Figure 1. Congestion heat map (run 1).
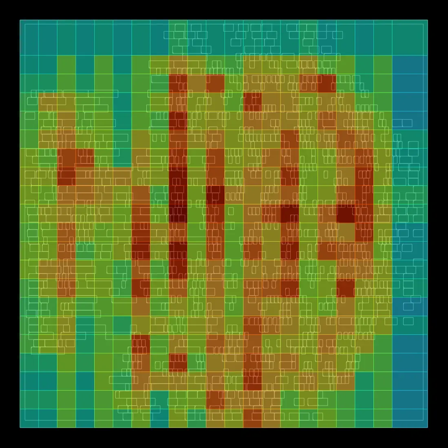
Figure 2. Met1 routing (run 1).
(4 px per um) Supply wires on this layer in grey.
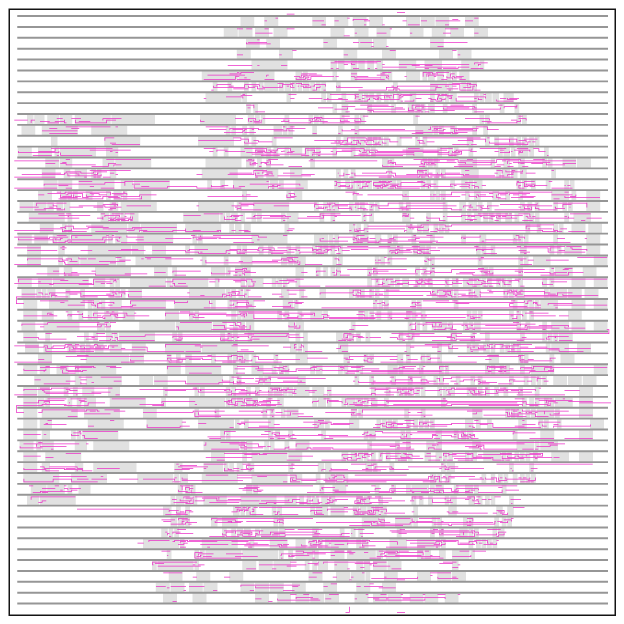
Figure 3. Sequential cells grouped by signal name (run 1).
(3 px per um) Other sequential cells in the stronger grey, the rest of the logic in the fainter grey.
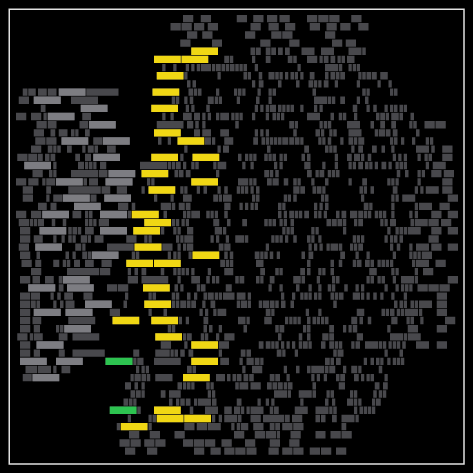
File: src/rtl/pc_unit_pkg.sv
// rtl/pc_unit_pkg.sv - Shared encodings and helpers for the program-counter stage
//
// Purpose: PC-select codes driven by the control unit, PC-stage state
// encodings, and the fetch-range test used by pc_unit.
// Ports: none (package).
package pc_unit_pkg;

  // PCSel codes from the control unit
  localparam logic [1:0] PCSEL_NEXT = 2'b00;  // NextIns
  localparam logic [1:0] PCSEL_REL  = 2'b01;  // RelJmp
  localparam logic [1:0] PCSEL_ABS  = 2'b10;  // AbsJmp
  localparam logic [1:0] PCSEL_HALT = 2'b11;  // HALT

  typedef enum logic [1:0] {
    PC_RUN    = 2'b00,
    PC_HALTED = 2'b01,
    PC_FAULT  = 2'b10
  } pc_state_e;

  // True when a fetch at addr would fall outside instruction memory.
  // Compared at 33 bits so a limit of 2^32 bytes can never be reached.
  function automatic logic fetch_out_of_range(input logic [31:0] addr,
                                              input logic [32:0] limit);
    return {1'b0, addr} >= limit;
  endfunction

endpackage

File: src/rtl/pc_unit_next_pc.sv
// rtl/pc_unit_next_pc.sv - Combinational next-PC and PC+4 calculation
//
// Purpose: derives PC+4 and the candidate next PC from the PC-select code.
// Ports:
//   PC     in  32  current fetch address
//   PCSel  in   2  next-PC select (NextIns / RelJmp / AbsJmp / HALT)
//   Immd   in  32  sign-extended branch word offset
//   JAddr  in  26  absolute jump word index (instruction[25:0])
//   PC4    out 32  PC + 4 (mod 2^32)
//   NextPC out 32  selected next PC; equals PC4 for HALT (unused there)
module next_pc_calc
  import pc_unit_pkg::*;
(
  input  logic [31:0] PC,
  input  logic [1:0]  PCSel,
  input  logic [31:0] Immd,
  input  logic [25:0] JAddr,
  output logic [31:0] PC4,
  output logic [31:0] NextPC
);

  logic [31:0] rel_target;
  logic [31:0] abs_target;

  assign PC4        = PC + 32'd4;
  // Immd is a word offset; the shift drops its top two bits by design.
  assign rel_target = PC4 + {Immd[29:0], 2'b00};
  // Absolute jumps stay inside the 256 MiB region of the following instruction.
  assign abs_target = {PC4[31:28], JAddr, 2'b00};

  always_comb begin
    NextPC = PC4;
    case (PCSel)
      PCSEL_REL: NextPC = rel_target;
      PCSEL_ABS: NextPC = abs_target;
      default:   NextPC = PC4;
    endcase
  end

endmodule

File: src/rtl/pc_unit.sv
// rtl/pc_unit.sv - Program-counter stage with halt, resume, stall and fetch fault
//
// Purpose: holds the architectural PC, advances it per PCSel, counts committed
// instructions and tracks RUN / HALTED / FAULT.
// Ports:
//   CLK       in   1  clock, rising edge
//   nRST      in   1  asynchronous active-low reset
//   PCSel     in   2  next-PC select
//   Immd      in  32  branch word offset
//   JAddr     in  26  absolute jump target word index
//   Stall     in   1  freeze all state this cycle
//   Resume    in   1  restart pulse while HALTED
//   PC        out 32  current fetch address
//   PC4       out 32  PC + 4 (combinational)
//   Halted    out  1  state is HALTED
//   Fault     out  1  state is FAULT
//   InstCount out 32  committed instruction count
module pc_unit
  import pc_unit_pkg::*;
#(
  parameter logic [31:0] RESET_PC   = 32'h0000_0000,
  parameter int unsigned IMEM_BYTES = 256
) (
  input  logic        CLK,
  input  logic        nRST,
  input  logic [1:0]  PCSel,
  input  logic [31:0] Immd,
  input  logic [25:0] JAddr,
  input  logic        Stall,
  input  logic        Resume,
  output logic [31:0] PC,
  output logic [31:0] PC4,
  output logic        Halted,
  output logic        Fault,
  output logic [31:0] InstCount
);

  localparam logic [32:0] IMEM_LIMIT = 33'(IMEM_BYTES);

  if (RESET_PC[1:0] != 2'b00) begin : g_bad_reset_pc
    $error("pc_unit: RESET_PC must be word-aligned");
  end

  pc_state_e   state_q, state_d;
  logic [31:0] pc_q, pc_d;
  logic [31:0] cnt_q, cnt_d;
  logic [31:0] next_pc;

  next_pc_calc u_next_pc (
    .PC     (pc_q),
    .PCSel  (PCSel),
    .Immd   (Immd),
    .JAddr  (JAddr),
    .PC4    (PC4),
    .NextPC (next_pc)
  );

  // State register
  always_ff @(posedge CLK or negedge nRST) begin
    if (!nRST) begin
      state_q <= PC_RUN;
      pc_q    <= RESET_PC;
      cnt_q   <= 32'd0;
    end else begin
      state_q <= state_d;
      pc_q    <= pc_d;
      cnt_q   <= cnt_d;
    end
  end

  // Next-state logic
  always_comb begin
    state_d = state_q;
    pc_d    = pc_q;
    cnt_d   = cnt_q;
    case (state_q)
      PC_RUN: begin
        if (!Stall) begin
          // Every unstalled RUN cycle commits, including HALT and a faulting fetch.
          cnt_d = cnt_q + 32'd1;
          if (PCSel == PCSEL_HALT) begin
            state_d = PC_HALTED;
          end else if (fetch_out_of_range(next_pc, IMEM_LIMIT)) begin
            state_d = PC_FAULT;
          end else begin
            pc_d = next_pc;
          end
        end
      end
      PC_HALTED: begin
        // Stall outranks Resume; PCSel is irrelevant here.
        if (!Stall && Resume) begin
          if (fetch_out_of_range(PC4, IMEM_LIMIT)) begin
            state_d = PC_FAULT;
          end else begin
            pc_d    = PC4;
            state_d = PC_RUN;
          end
        end
      end
      PC_FAULT: begin
        state_d = PC_FAULT;
      end
      default: begin
        // Unused encoding: park safely until reset.
        state_d = PC_FAULT;
      end
    endcase
  end

  // Outputs
  always_comb begin
    Halted    = (state_q == PC_HALTED);
    Fault     = (state_q == PC_FAULT);
    PC        = pc_q;
    InstCount = cnt_q;
  end

endmodule
File: config.mk
export PLATFORM = sky130hd
export DESIGN_NAME = pc_unit
export DESIGN_NICKNAME = d
export VERILOG_FILES = /design/src/rtl/pc_unit_pkg.sv /design/src/rtl/pc_unit_next_pc.sv /design/src/rtl/pc_unit.sv
export SDC_FILE = /design/constraint.sdc
export NUM_CORES = 1
export LEC_CHECK = 0
export ABC_AREA = 1
export CAP_MARGIN = 10
export CELL_PAD_IN_SITES_DETAIL_PLACEMENT = 0
export CELL_PAD_IN_SITES_GLOBAL_PLACEMENT = 1
export CORE_MARGIN = 1.5
export CORE_UTILIZATION = 30
export CTS_CLUSTER_SIZE = 10
export DETAILED_ROUTE_END_ITERATION = 10
export PLACE_DENSITY = 0.77
export SLEW_MARGIN = 20
export SYNTH_ARGS = -nofsm -noshare
export SYNTH_HDL_FRONTEND = slang
export SYNTH_SLANG_ARGS = --single-unit
File: constraint.sdc
create_clock -name CLK -period 8.2 [get_ports CLK]
set_clock_uncertainty 0.2 [all_clocks]
set_input_delay 1.64 -clock CLK [delete_from_list [all_inputs] [get_ports CLK]]
set_output_delay 1.64 -clock CLK [all_outputs]
set_load 0.05 [all_outputs]
==> ci_impl_report.md, run 1 <==
### Yosys + OpenROAD results

| Metric | Value |
|---|---|
| Count of cells along the worst register-to-register path | `26` |
| Crit Path Max Fanout | `24` |
| Hold Buf Count CTS | `0` |
| Termination of the worst setup path | `PC[30]` |
| Max-cap check violation count | `0` |
| Endpoint type of the worst setup path | `flip-flop` |
| Total Die Area | `22800 um2` |
| Overflow left after global routing | `0` |
| Family with the most delay on the worst path | `simple AND/OR/NAND/NOR gates` |
| Signal arrival time at the worst endpoint | `5.16 ns` |
| Classification of the worst setup path | `in -> reg` |
| Crit path DRT | `8.20 ns` |
| Number of buffers created by CTS | `9` |
| Vias in the first global route | `6882` |
| Synthesis-stage register bit count | `66` |
| Final Max-Slew Violation Tally | `0` |
| Final count of hold timing violations | `0` |
| Post-Synthesis Cell Area | `6580 um2` |
| Source of the worst hold timing path | `InstCount[31]` |
| Post-layout nets | `1370` |
| Power per standard cell area | `192 nW/um2` |
| Total cells reported by yosys after synthesis | `1108` |
| Number of logic stages on the critical path including buffering | `24` |
| Maximum clock rate | `194 MHz` |
| Clock root buffer | `sky130_fd_sc_hd__clkbuf_16` |
| Global-route wire length before repair | `34.8 mm` |
| Level count of the clock H-tree | `3` |
| Post-synthesis net count | `1209` |
| Clock tree from TritonCTS | `yes` |
| Cell at the slowest stage of the critical path | `sky130_fd_sc_hd__clkdlybuf4s50_1` |
| Share of synthesized area occupied by flip-flops and latches | `25.1%` |
| Iteration count of the initial detailed-routing pass | `4` |
| Layout cell share with drive strength beyond 1 | `3.53%` |
| Cell type with the largest total area after synthesis | `sky130_fd_sc_hd__dfrtp_1` |
| Most instantiated logic cells after routing | `sky130_fd_sc_hd__nand2_1 (398), sky130_fd_sc_hd__inv_1 (185), sky130_fd_sc_hd__clkdlybuf4s50_1 (158), sky130_fd_sc_hd__nor2_1 (132), sky130_fd_sc_hd__nand3_1 (73)` |
| Post-Synthesis Cells | `1108` |
| Run status | `finished, final reports clean` |
| Leakage power figure | `4.63 nW` |
| Worst setup SP type | `input pin` |
| Min-Delay Endpoint | `InstCount[31]` |
| Number of clock sinks seen by CTS | `66` |
| Cells along the critical path | `clkdlybuf4s50_1 -> ha_1 -> inv_1 -> fa_1 -> inv_1 -> nand2_1 -> nand2_1 -> nand3_1 -> nand2_1 -> nand2_1 -> nand2_1 -> nand2_1 -> nand2_1 -> nand2_1 -> nand3_1 -> nand2_1 -> nor2_1 -> nand2_1 -> nor2_1 -> nand3_1 -> nand2_2 -> nand2_4 -> clkinv_2 -> nor2_1` |
| Syn_area_per_cell | `5.94 um2` |
| Sum of negative setup slack | `0 ns` |
| Highest ir drop seen on vdd | `0.221 mV` |
| Number of buffers and inverters on the critical path | `4` |
| Routed length per instance | `14.5 um` |
| Pin count of the biggest net entering global routing | `67` |
| Dpl hpwl | `18.7 mm` |
| FP Rows | `54` |
| Clock Tree Buf Depth | `2` |
| Ant diodes | `0` |
| Number of warning messages in the logs | `32` |
| RSZ-0062 raised after global routing | `false` |
| Type of the worst min-delay path | `reg -> reg` |
| Summed standard-cell area reported by yosys | `6580 um2` |
| Core utilization at floorplan | `30.3%` |
| Clock-pin slew reported for the worst setup and hold paths after clock tree synthesis | `0.06 ns` |
| Area grow syn2layout | `34.4%` |
| Worst setup startpoint | `Immd[0]` |
| Final weighted congestion of routability-driven global placement | `0.899` |
| Number of DRC violations after detailed-routing iteration 0 | `368` |
| Width of the chip | `151 um` |
| Count of yosys warnings during synthesis | `0` |
| Worst reg2reg endpoint | `PC[30]` |
| Placeable Area | `21700 um2` |
| Count of endpoints failing setup in the final report | `0` |
| Post-DR vias/cell | `4.70` |
| Max incr delay on CP | `0.46 ns` |
| Dominant cells by area after synthesis | `sky130_fd_sc_hd__dfrtp_1 (25%), sky130_fd_sc_hd__nand2_1 (23%), sky130_fd_sc_hd__inv_1 (11%)` |
| Die boundary height | `151 um` |
| Worst Tran Pin Value | `0.860 ns` |
| # resized after CTS | `0` |
| Worst reg-to-reg setup slack | `3.21 ns` |
| Number of routed nets with antenna violations | `0` |
| Clock latency at the later pin of the worst-skew pair | `0.33 ns` |
| Most frequent standard cell in the layout excluding fill and tap cells | `sky130_fd_sc_hd__nand2_1` |
| Drt drc | `0` |
| Number of port buffers | `159` |
| Most repeated library cell on the critical path | `sky130_fd_sc_hd__nand2_1` |
| Crit path time final | `5.16 ns` |
| Worst Hold Slack | `0.276 ns` |
| Count of cell types in the netlist | `37` |
| I/O pin count | `162` |
| Start of the worst register-to-register path | `PC[2]` |
| Final cycle utilization of the critical path | `62.9%` |
| Initial antenna violation count | `0` |
| Yosys top cell area share | `25.1%` |
| Setup fix buffers added after clock tree synthesis | `0` |
| Min-Delay Path Depth | `1` |
| Worst max-slew margin expressed relative to the limit | `42.7%` |
Back to the opening pictures, Figure 1:
global-route track usage on met1: 25.2%
Final Core Density: 40.8%
combined global-route utilization of all metal layers: 19.8%
global-route met2 utilization: 34.0%

Back to the opening pictures, Figure 2:
nets with wire on the layer: 1214
wire length on this layer: 10200 um
share of all routed wire: 45%
longest straight run: 57.0 um
main direction: horizontal
final WL: 22.5 mm
vias: 7299

Back to the opening pictures, Figure 3:
legend:
  state_q:
    colour: green
    sequential_cells: 2
  PC:
    colour: yellow
    sequential_cells: 32

-- run 1: cells in the mapped netlist --
cell,instances
sky130_fd_sc_hd__nor4_1,6
sky130_fd_sc_hd__xor2_1,32
sky130_fd_sc_hd__xnor2_1,15
sky130_fd_sc_hd__or2_0,1
sky130_fd_sc_hd__clkbuf_1,9
sky130_fd_sc_hd__inv_1,185
sky130_fd_sc_hd__or2_2,9
sky130_fd_sc_hd__a22oi_1,1
sky130_fd_sc_hd__nor2_2,4
sky130_fd_sc_hd__dfrtp_1,66
sky130_fd_sc_hd__nor3b_1,1
sky130_fd_sc_hd__ha_1,36
sky130_fd_sc_hd__fa_1,1
sky130_fd_sc_hd__nand2_4,1
sky130_fd_sc_hd__inv_2,2
sky130_fd_sc_hd__a21boi_0,1
sky130_fd_sc_hd__o21ai_0,21
sky130_fd_sc_hd__nand3b_1,10
sky130_fd_sc_hd__mux2_2,1
sky130_fd_sc_hd__o22ai_1,1
sky130_fd_sc_hd__clkinv_2,1
sky130_fd_sc_hd__nor3_1,12
sky130_fd_sc_hd__buf_4,2
sky130_fd_sc_hd__nor2_1,132
sky130_fd_sc_hd__nand2_1,398
sky130_fd_sc_hd__nand2_2,4
sky130_fd_sc_hd__nand4_1,28
sky130_fd_sc_hd__and2_1,2
sky130_fd_sc_hd__a21oi_1,45
sky130_fd_sc_hd__a2bb2oi_1,1
sky130_fd_sc_hd__a31oi_1,1
sky130_fd_sc_hd__a21o_1,1
sky130_fd_sc_hd__nor2_4,1
sky130_fd_sc_hd__nor3_2,1
sky130_fd_sc_hd__buf_6,2
sky130_fd_sc_hd__nand3_1,73
sky130_fd_sc_hd__a21oi_4,1
-- run 1: where the power goes --
group          switching (mW)  leakage (nW)  internal, mW  total, mW
combinational           0.541          3.57         0.269      0.811
sequential             0.0486         0.887         0.361      0.410
clock                   0.139         0.180         0.336      0.475
total                   0.729          4.63         0.966       1.69
-- run 1: area by class of cell --
cell class                 count  area, um2
fill                        2383      12800
multi-input combinational    841       4150
sequential                    66       1650
timing repair buffer         163       1620
inverter                     188        707
tap                          280        350
clock buffer                  11        243
clock inverter                 5        125
-- run 1: kinds of logic (layout without fill, tap and decap cells) --
kind of cell	after synthesis	in the layout	share of synthesized area [%]
and+or+nand+nor	683	683	43.6
xor gates and xnor gates	47	47	6.25
muxes	1	1	0.171
buffers and inverters	201	367	11.8
adders and majority gates	37	37	7.15
DFF	66	66	25.1
AOI/OAI and AO/OA	73	73	5.93
-- run 1: stage by stage --
step           worst slack [ns]  instances  utilization, %  total power [mW]  cell area [um2]
2_1_floorplan              3.55       1108               -             0.958             6580
4_1_cts                    3.03       1554            40.8              1.71             8840
6_report                   3.04       1554            40.8              1.69             8840
3_3_place_gp               2.72       1538            39.1              1.22             8480
3_5_place_dp               2.68       1538            39.1              1.23             8480
5_1_grt                    2.71       1554            40.8              1.79             8840
-- run 1: state kept, by name, summed over array words and instances (netlist names) --
| register | flops |
|---|---|
| InstCount | 32 |
| PC | 32 |
| state_q | 2 |
-- run 1: routing by layer --
layer,up-vias,share of wire (%),track usage [%]
met5,-,0,0
met3,31,5.4,3.16
met4,0,2.6,6.65
met1,3319,45,25.2
met2,168,47,34.0
li1,3781,-,-
## Run 2: what changed since run 1
- PLACE_DENSITY: 0.77 -> 0.8
- clock period: 8.2 -> 4.4 ns (I/O delays scaled with it)
Figure 4. Signal wires on met4 (run 2).
(3 px per um) Supply wires on this layer in grey.
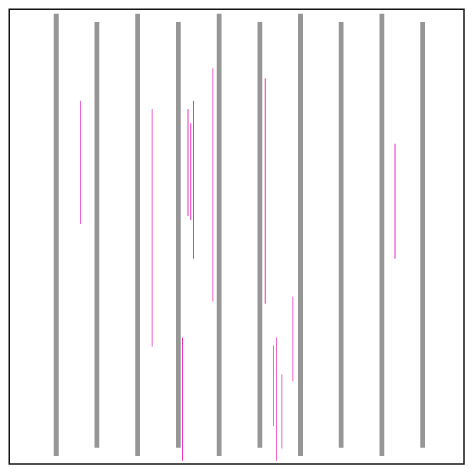
wire length on this layer: 590 um
share of all routed wire: 2.5%
nets with wire on the layer: 13
main direction: vertical

==> ci_impl_report.md, run 2 <==
### Yosys + OpenROAD results

| Metric | Value |
|---|---|
| Run status | `finished, final reports clean` |
| Initial antenna violation count | `0` |
| Signal arrival time at the worst endpoint | `4.05 ns` |
| Cell types with the highest counts after synthesis | `sky130_fd_sc_hd__nand2_1 (398), sky130_fd_sc_hd__inv_1 (185), sky130_fd_sc_hd__nor2_1 (132), sky130_fd_sc_hd__nand3_1 (73), sky130_fd_sc_hd__dfrtp_1 (66)` |
| Crit path time final | `4.03 ns` |
| Clock-pin slew reported for the worst setup and hold paths after clock tree synthesis | `0.05 ns` |
| Most instantiated logic cells after routing | `sky130_fd_sc_hd__nand2_1 (393), sky130_fd_sc_hd__inv_1 (185), sky130_fd_sc_hd__clkdlybuf4s50_1 (158), sky130_fd_sc_hd__nor2_1 (117), sky130_fd_sc_hd__buf_4 (76)` |
| Final Max-Slew Violation Tally | `0` |
| Global-route wire length before repair | `36.1 mm` |
| Seq. cell area | `1660 um2` |
| Type of the worst min-delay path | `reg -> reg` |
| Clock Tree Buf Depth | `2` |
| Max incr delay on CP | `0.39 ns` |
| Vias | `7501` |
| Final WL | `23.5 mm` |
| Power share of the clock group | `21.9%` |
| Share of flip-flops with an asynchronous set or reset after synthesis | `100%` |
| Clock latency at the later pin of the worst-skew pair | `0.32 ns` |
| Max-cap check violation count | `0` |
| Logic gate share of total power | `54.3%` |
| Final cycle utilization of the critical path | `91.7%` |
| I/O pin count | `162` |
| Post-Synthesis Cells | `1108` |
| FP Rows | `54` |
| Number of DRC violations after detailed-routing iteration 0 | `314` |
| Placed cell count | `1609` |
| Share of synthesized area occupied by flip-flops and latches | `25.1%` |
| Syn_area_per_cell | `5.94 um2` |
| Dominant cells by area after synthesis | `sky130_fd_sc_hd__dfrtp_1 (25%), sky130_fd_sc_hd__nand2_1 (23%), sky130_fd_sc_hd__inv_1 (11%)` |
| Pin count of the biggest net entering global routing | `38` |
| Net switching power | `1.37 mW` |
| Number of port buffers | `159` |
| Routed length per instance | `14.4 um` |
| Total cells reported by yosys after synthesis | `1108` |
| Number of routed nets with antenna violations | `0` |
| Classification of the worst setup path | `reg -> reg` |
| Power per standard cell area | `325 nW/um2` |
| Fraction of power spent switching nets | `44.0%` |
| Number of warning messages in the logs | `32` |
| Worst max-slew margin expressed relative to the limit | `49.9%` |
| Drt drc | `0` |
| Final weighted congestion of routability-driven global placement | `0.902` |
| Vias in the first global route | `7275` |
| Clock root buffer | `sky130_fd_sc_hd__clkbuf_16` |
| Count of cell types in the netlist | `37` |
| Area grow syn2layout | `45.9%` |
| Final count of hold timing violations | `0` |
| Level count of the clock H-tree | `3` |
| Most repeated library cell on the critical path | `sky130_fd_sc_hd__nand2_1` |
| Cell type with the largest total area after synthesis | `sky130_fd_sc_hd__dfrtp_1` |
| Summed standard-cell area reported by yosys | `6580 um2` |
| Crit path DRT | `4.42 ns` |
| Dpl hpwl | `19.7 mm` |
| Sequential power share | `23.8%` |
| Worst setup SP type | `flip-flop` |
| Hold Buf Count CTS | `0` |
| Post-synthesis net count | `1209` |
| Commonest register cell after synthesis | `sky130_fd_sc_hd__dfrtp_1` |
| Placeable Area | `21700 um2` |
| Combinational gate area | `4420 um2` |
| Highest ir drop seen on vdd | `0.477 mV` |
| Die boundary height | `151 um` |
| Most frequent standard cell in the layout excluding fill and tap cells | `sky130_fd_sc_hd__nand2_1` |
| Layout cell share with drive strength beyond 1 | `12.5%` |
| Yosys top cell area share | `25.1%` |
| Sum of negative setup slack | `0 ns` |
| Count of endpoints failing setup in the final report | `0` |
| Flip-flops with a built-in enable | `0` |
| Internal portion of total power | `1.75 mW` |
| Synthesis-stage register bit count | `66` |
| Width of the chip | `151 um` |
| FILL cells | `2306` |
| Number of buffers created by CTS | `9` |
| Cell at the slowest stage of the critical path | `sky130_fd_sc_hd__dfrtp_1` |
| Leakage power figure | `4.97 nW` |
| Ant diodes | `0` |
| Count of yosys warnings during synthesis | `0` |
| Clock tree from TritonCTS | `yes` |
| Crit Path Max Fanout | `7` |
| Overflow left after global routing | `0` |
| Core utilization at floorplan | `30.3%` |
| Total Die Area | `22800 um2` |
| Combined global-route utilization of all metal layers | `20.6%` |
| Yosys top cell by instances | `sky130_fd_sc_hd__nand2_1` |
| Final cell count without fillers | `1626` |
| Post-layout nets | `1443` |
| Maximum clock rate | `248 MHz` |
| Post-Synthesis Cell Area | `6580 um2` |
| Number of clock sinks seen by CTS | `66` |
| Iteration count of the initial detailed-routing pass | `5` |
| Post-DR vias/cell | `4.61` |
| Worst Tran Pin Value | `0.752 ns` |
| Endpoint type of the worst setup path | `flip-flop` |
run 2: cell counts after synthesis:
No cell type changed its count.
run 2: power groups by stage:
stage	Sequential, mW	Combinational [mW]	Clock, mW
floorplan	0.954	0.831	0
global placement	0.750	1.66	0
detailed placement	0.752	1.66	0
CTS	0.743	1.67	0.704
global route	0.752	1.85	0.729
finish	0.743	1.70	0.685
run 2: metrics by stage:
step                instance area [um2]  hold WS, ns  utilization, %  power, mW  worst slack [ns]
floorplan                          6600        0.341               -       1.79            0.0339
global placement                   9040        0.267            41.7       2.41            0.0574
detailed placement                 9040        0.274            41.7       2.41            0.0573
CTS                                9330        0.288            43.0       3.12            0.0415
global route                       9600        0.308            44.3       3.33          -0.00211
finish                             9600        0.280            44.3       3.12             0.367
run 2: per-layer routing:
| layer | share of wire, % | up-vias | global-route usage (%) |
|---|---|---|---|
| met1 | 44 | 3400 | 26.0 |
| met3 | 5.6 | 30 | 3.34 |
| met2 | 48 | 173 | 35.8 |
| met4 | 2.5 | 0 | 6.31 |
| li1 | - | 3898 | - |
| met5 | 0 | - | 0 |
run 2: timing repair:
action                                 CTS  global route
resized                                  0            53
buffers inserted                         0             2
endpoints found under the hold margin    0             0
setup endpoints to repair                0            33
run 2: worst paths after layout:
check,startpoint,end,slack [ns],cells after the start
hold / removal,InstCount[31],InstCount[31],0.28,1
max in group asynchronous,nRST,PC[15],2.64,2
hold reg to reg,InstCount[31],InstCount[31],0.28,1
setup / recovery,PC[2],PC[0],0.37,31
min in group asynchronous,nRST,InstCount[27],0.40,1
setup reg to reg,PC[2],PC[0],0.37,31
run 2: kinds of logic after synthesis:
kind of cell	Yosys count	synth area share, %
XOR/XNOR	47	6.25
flip-flops	66	25.1
buffers and inverters	201	11.8
multiplexers	1	0.171
AND/OR/NAND/NOR	683	43.6
AND-OR/OR-AND	73	5.93
adder cells (fa/ha/maj)	37	7.15
run 2: area by class of cell:
cell class,instances,share of cell area [%]
clock buffer,12,2.57
clock inverter,3,0.417
tap,280,3.65
timing repair buffer,236,22.7
sequential,66,17.3
inverter,188,7.36
multi-input combinational,841,46.1
run 2: worst max-delay path: cells and delay by family, from the launching register on:
| family | cells | cell delay (ns) |
|---|---|---|
| fa+ha+maj | 2 | 0.56 |
| buf+inv | 7 | 0.73 |
| flops | 1 | 0.39 |
| simple gates | 22 | 2.07 |
## Run 3: what changed since run 2
- TNS_END_PERCENT: not set -> 20
Figure 5. Sequential cells grouped by signal name (run 3).
(3 px per um) Other sequential cells in the stronger grey, the rest of the logic in the fainter grey.
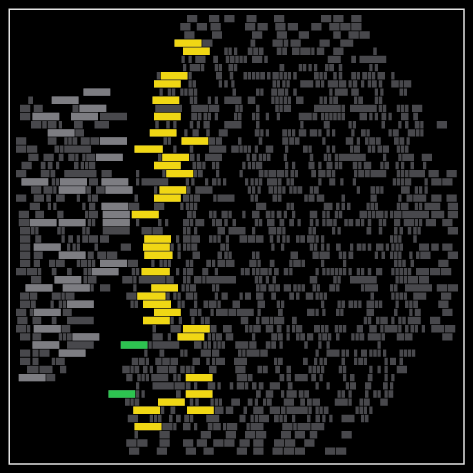
legend:
  state_q:
    colour: green
    sequential_cells: 2
  PC:
    colour: yellow
    sequential_cells: 32
power attributed to sequential cells: 743 uW
Final Core Density: 44.3%

==> ci_impl_report.md, run 3 <==
### Yosys + OpenROAD results

| Metric | Value |
|---|---|
| Final count of hold timing violations | `0` |
| Number of logic stages on the critical path including buffering | `31` |
| Combined global-route utilization of all metal layers | `20.6%` |
| Dominant cells by area after synthesis | `sky130_fd_sc_hd__dfrtp_1 (25%), sky130_fd_sc_hd__nand2_1 (23%), sky130_fd_sc_hd__inv_1 (11%)` |
| Initial antenna violation count | `0` |
| Crit path DRT | `4.42 ns` |
| Count of yosys warnings during synthesis | `0` |
| I/O pin count | `162` |
| Setup slack of the critical path after layout | `0.367 ns` |
| Cell at the slowest stage of the critical path | `sky130_fd_sc_hd__dfrtp_1` |
| Yosys top cell by instances | `sky130_fd_sc_hd__nand2_1` |
| Layout cell share with drive strength beyond 1 | `12.5%` |
| Overflow left after global routing | `0` |
| Dpl hpwl | `19.7 mm` |
| Maximum clock rate | `248 MHz` |
| Worst reg2reg endpoint | `PC[0]` |
| Count of endpoints failing setup in the final report | `0` |
| Worst Tran Pin Value | `0.752 ns` |
| Final weighted congestion of routability-driven global placement | `0.902` |
| Post-Synthesis Cell Area | `6580 um2` |
| Crit Path Max Fanout | `7` |
| Power per standard cell area | `325 nW/um2` |
| Commonest register cell after synthesis | `sky130_fd_sc_hd__dfrtp_1` |
| Flip-flops with a built-in enable | `0` |
| Number of port buffers | `159` |
| Total cells reported by yosys after synthesis | `1108` |
| Clock-pin slew reported for the worst setup and hold paths after clock tree synthesis | `0.05 ns` |
| Final WL | `23.5 mm` |
| Combinational gate area | `4420 um2` |
| Count of cells along the worst register-to-register path | `31` |
| Clock tree from TritonCTS | `yes` |
| Family with the most delay on the worst path | `simple AND/OR/NAND/NOR gates` |
| Clock Tree Buf Depth | `2` |
| Width of the chip | `151 um` |
| Area grow syn2layout | `45.9%` |
| Seq. cell area | `1660 um2` |
| Sum of internal, switching and leakage power | `3.12 mW` |
| Worst setup startpoint | `PC[2]` |
| Most instantiated logic cells after routing | `sky130_fd_sc_hd__nand2_1 (393), sky130_fd_sc_hd__inv_1 (185), sky130_fd_sc_hd__clkdlybuf4s50_1 (158), sky130_fd_sc_hd__nor2_1 (117), sky130_fd_sc_hd__buf_4 (76)` |
| Clock root buffer | `sky130_fd_sc_hd__clkbuf_16` |
| Placeable Area | `21700 um2` |
| Synthesis-stage register bit count | `66` |
| Die boundary height | `151 um` |
| Syn_area_per_cell | `5.94 um2` |
| Pin count of the biggest net entering global routing | `38` |
| Minimum setup slack after placement | `0.0573 ns` |
| FP Rows | `54` |
| Worst reg-to-reg setup slack | `0.37 ns` |
| Run status | `finished, final reports clean` |
| Number of clock sinks seen by CTS | `66` |
| Share of synthesized area occupied by flip-flops and latches | `25.1%` |
| FILL cells | `2306` |
| Final Max-Slew Violation Tally | `0` |
| Classification of the worst setup path | `reg -> reg` |
| Cell type with the largest total area after synthesis | `sky130_fd_sc_hd__dfrtp_1` |
| Highest ir drop seen on vdd | `0.477 mV` |
| Worst max-slew margin expressed relative to the limit | `49.9%` |
| Ant diodes | `0` |
| Signal arrival time at the worst endpoint | `4.05 ns` |
| Post-DR vias/cell | `4.61` |
| Number of routed nets with antenna violations | `0` |
| Crit path time final | `4.03 ns` |
| Post-synthesis net count | `1209` |
| Post-layout nets | `1443` |
| Met2 wire len | `11.2 mm` |
| Number of buffers and inverters on the critical path | `7` |
| Iteration count of the initial detailed-routing pass | `5` |
| Global-route wire length before repair | `36.1 mm` |
| Level count of the clock H-tree | `3` |
| Cell types with the highest counts after synthesis | `sky130_fd_sc_hd__nand2_1 (398), sky130_fd_sc_hd__inv_1 (185), sky130_fd_sc_hd__nor2_1 (132), sky130_fd_sc_hd__nand3_1 (73), sky130_fd_sc_hd__dfrtp_1 (66)` |
| Count of cell types in the netlist | `37` |
| Vias in the first global route | `7275` |
| Max incr delay on CP | `0.39 ns` |
| Type of the worst min-delay path | `reg -> reg` |
| Met3 routed WL | `1.31 mm` |
| Yosys top cell area share | `25.1%` |
| Number of buffers created by CTS | `9` |
| Total Die Area | `22800 um2` |
| Final cycle utilization of the critical path | `91.7%` |
| Worst setup SP type | `flip-flop` |
| Max-cap check violation count | `0` |
| Hold Buf Count CTS | `0` |
| Most frequent standard cell in the layout excluding fill and tap cells | `sky130_fd_sc_hd__nand2_1` |
| Termination of the worst setup path | `PC[0]` |
| Share of flip-flops with an asynchronous set or reset after synthesis | `100%` |
| Core utilization at floorplan | `30.3%` |
| Number of warning messages in the logs | `32` |
| Leakage power figure | `4.97 nW` |
| Clock latency at the later pin of the worst-skew pair | `0.32 ns` |
| Vias | `7501` |
| Top layer in use | `met4` |
| M1 wire length | `10.4 mm` |
| Number of DRC violations after detailed-routing iteration 0 | `314` |
| Post-Synthesis Cells | `1108` |
| Most repeated library cell on the critical path | `sky130_fd_sc_hd__nand2_1` |
| Routed length per instance | `14.4 um` |
| Start of the worst register-to-register path | `PC[2]` |
| Summed standard-cell area reported by yosys | `6580 um2` |
| Endpoint type of the worst setup path | `flip-flop` |
| Drt drc | `0` |
[run 3: cell counts after synthesis]
Identical to the previous run, type by type.
[run 3: where the power goes]
group	switching (mW)	internal, mW
Clock	0.237	0.448
Combinational	1.07	0.627
Sequential	0.0689	0.674
Total	1.37	1.75
[run 3: how the worst min path moves through the flow]
stage	start	end	slack, ns	cells after the start
floorplan	state_q[1]	state_q[1]	0.34	2
detailed placement	InstCount[31]	InstCount[31]	0.27	1
finish	InstCount[31]	InstCount[31]	0.28	1
global route	InstCount[31]	InstCount[31]	0.31	1
global placement	InstCount[31]	InstCount[31]	0.27	1
CTS	InstCount[31]	InstCount[31]	0.29	1
[run 3: timing repair]
action	4_1_cts	5_1_grt
gates resized	0	53
buffers inserted	0	2
setup endpoints to repair	0	33
[run 3: area by class of cell]
type                            count  area share [%]
Clock inverter                      3           0.417
Sequential cell                    66            17.3
Multi-Input combinational cell    841            46.1
Timing Repair Buffer              236            22.7
Inverter                          188            7.36
Clock buffer                       12            2.57
Tap cell                          280            3.65
[run 3: worst register-to-register path: cells and delay by family, from the launching register on]
kind | cells | cell delay [ns]
adder cells (fa/ha/maj) | 2 | 0.56
buffers and inverters | 7 | 0.73
flip-flops | 1 | 0.39
AND/OR/NAND/NOR | 22 | 2.07
[run 3: kinds of logic after synthesis]
family	count (synthesis)	synth area share, %
AND-OR/OR-AND	73	5.93
XOR/XNOR	47	6.25
multiplexers	1	0.171
buffers and inverters	201	11.8
flip-flops	66	25.1
adder cells (fa/ha/maj)	37	7.15
AND/OR/NAND/NOR	683	43.6
[run 3: routing by layer]
| metal | up-vias | GRT usage (%) |
|---|---|---|
| met5 | - | 0 |
| met4 | 0 | 6.31 |
| met3 | 30 | 3.34 |
| met2 | 173 | 35.8 |
| met1 | 3400 | 26.0 |
| li1 | 3898 | - |
[run 3: metrics by stage]
stage | std cells | area, um2 | setup TNS (ns) | hold WS (ns)
2_1_floorplan | 1108 | 6600 | 0 | 0.341
3_3_place_gp | 1609 | 9040 | 0 | 0.267
3_5_place_dp | 1609 | 9040 | 0 | 0.274
4_1_cts | 1624 | 9330 | 0 | 0.288
5_1_grt | 1626 | 9600 | -0.00257 | 0.308
6_report | 1626 | 9600 | 0 | 0.280

## Gallery

Metal layers overlaid.
(3 px per um) Two of the layers only.
shot_01.png
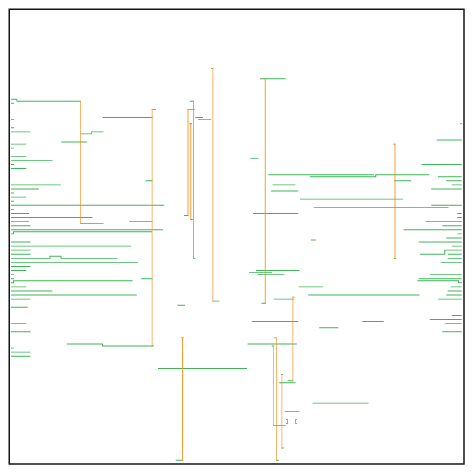
shot_02.png
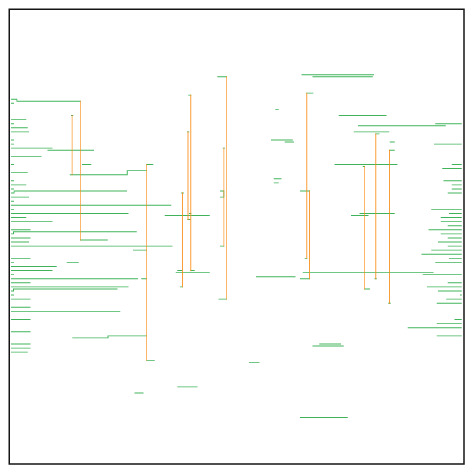
shot_01.png -> run 3
shot_02.png -> run 1

Key to shot_02.png:
legend:
  met4:
    colour: orange
    wire_length: 581 um
  met3:
    colour: green
    wire_length: 1220 um

No activity file was given, so power comes from the tool's default toggle rates.
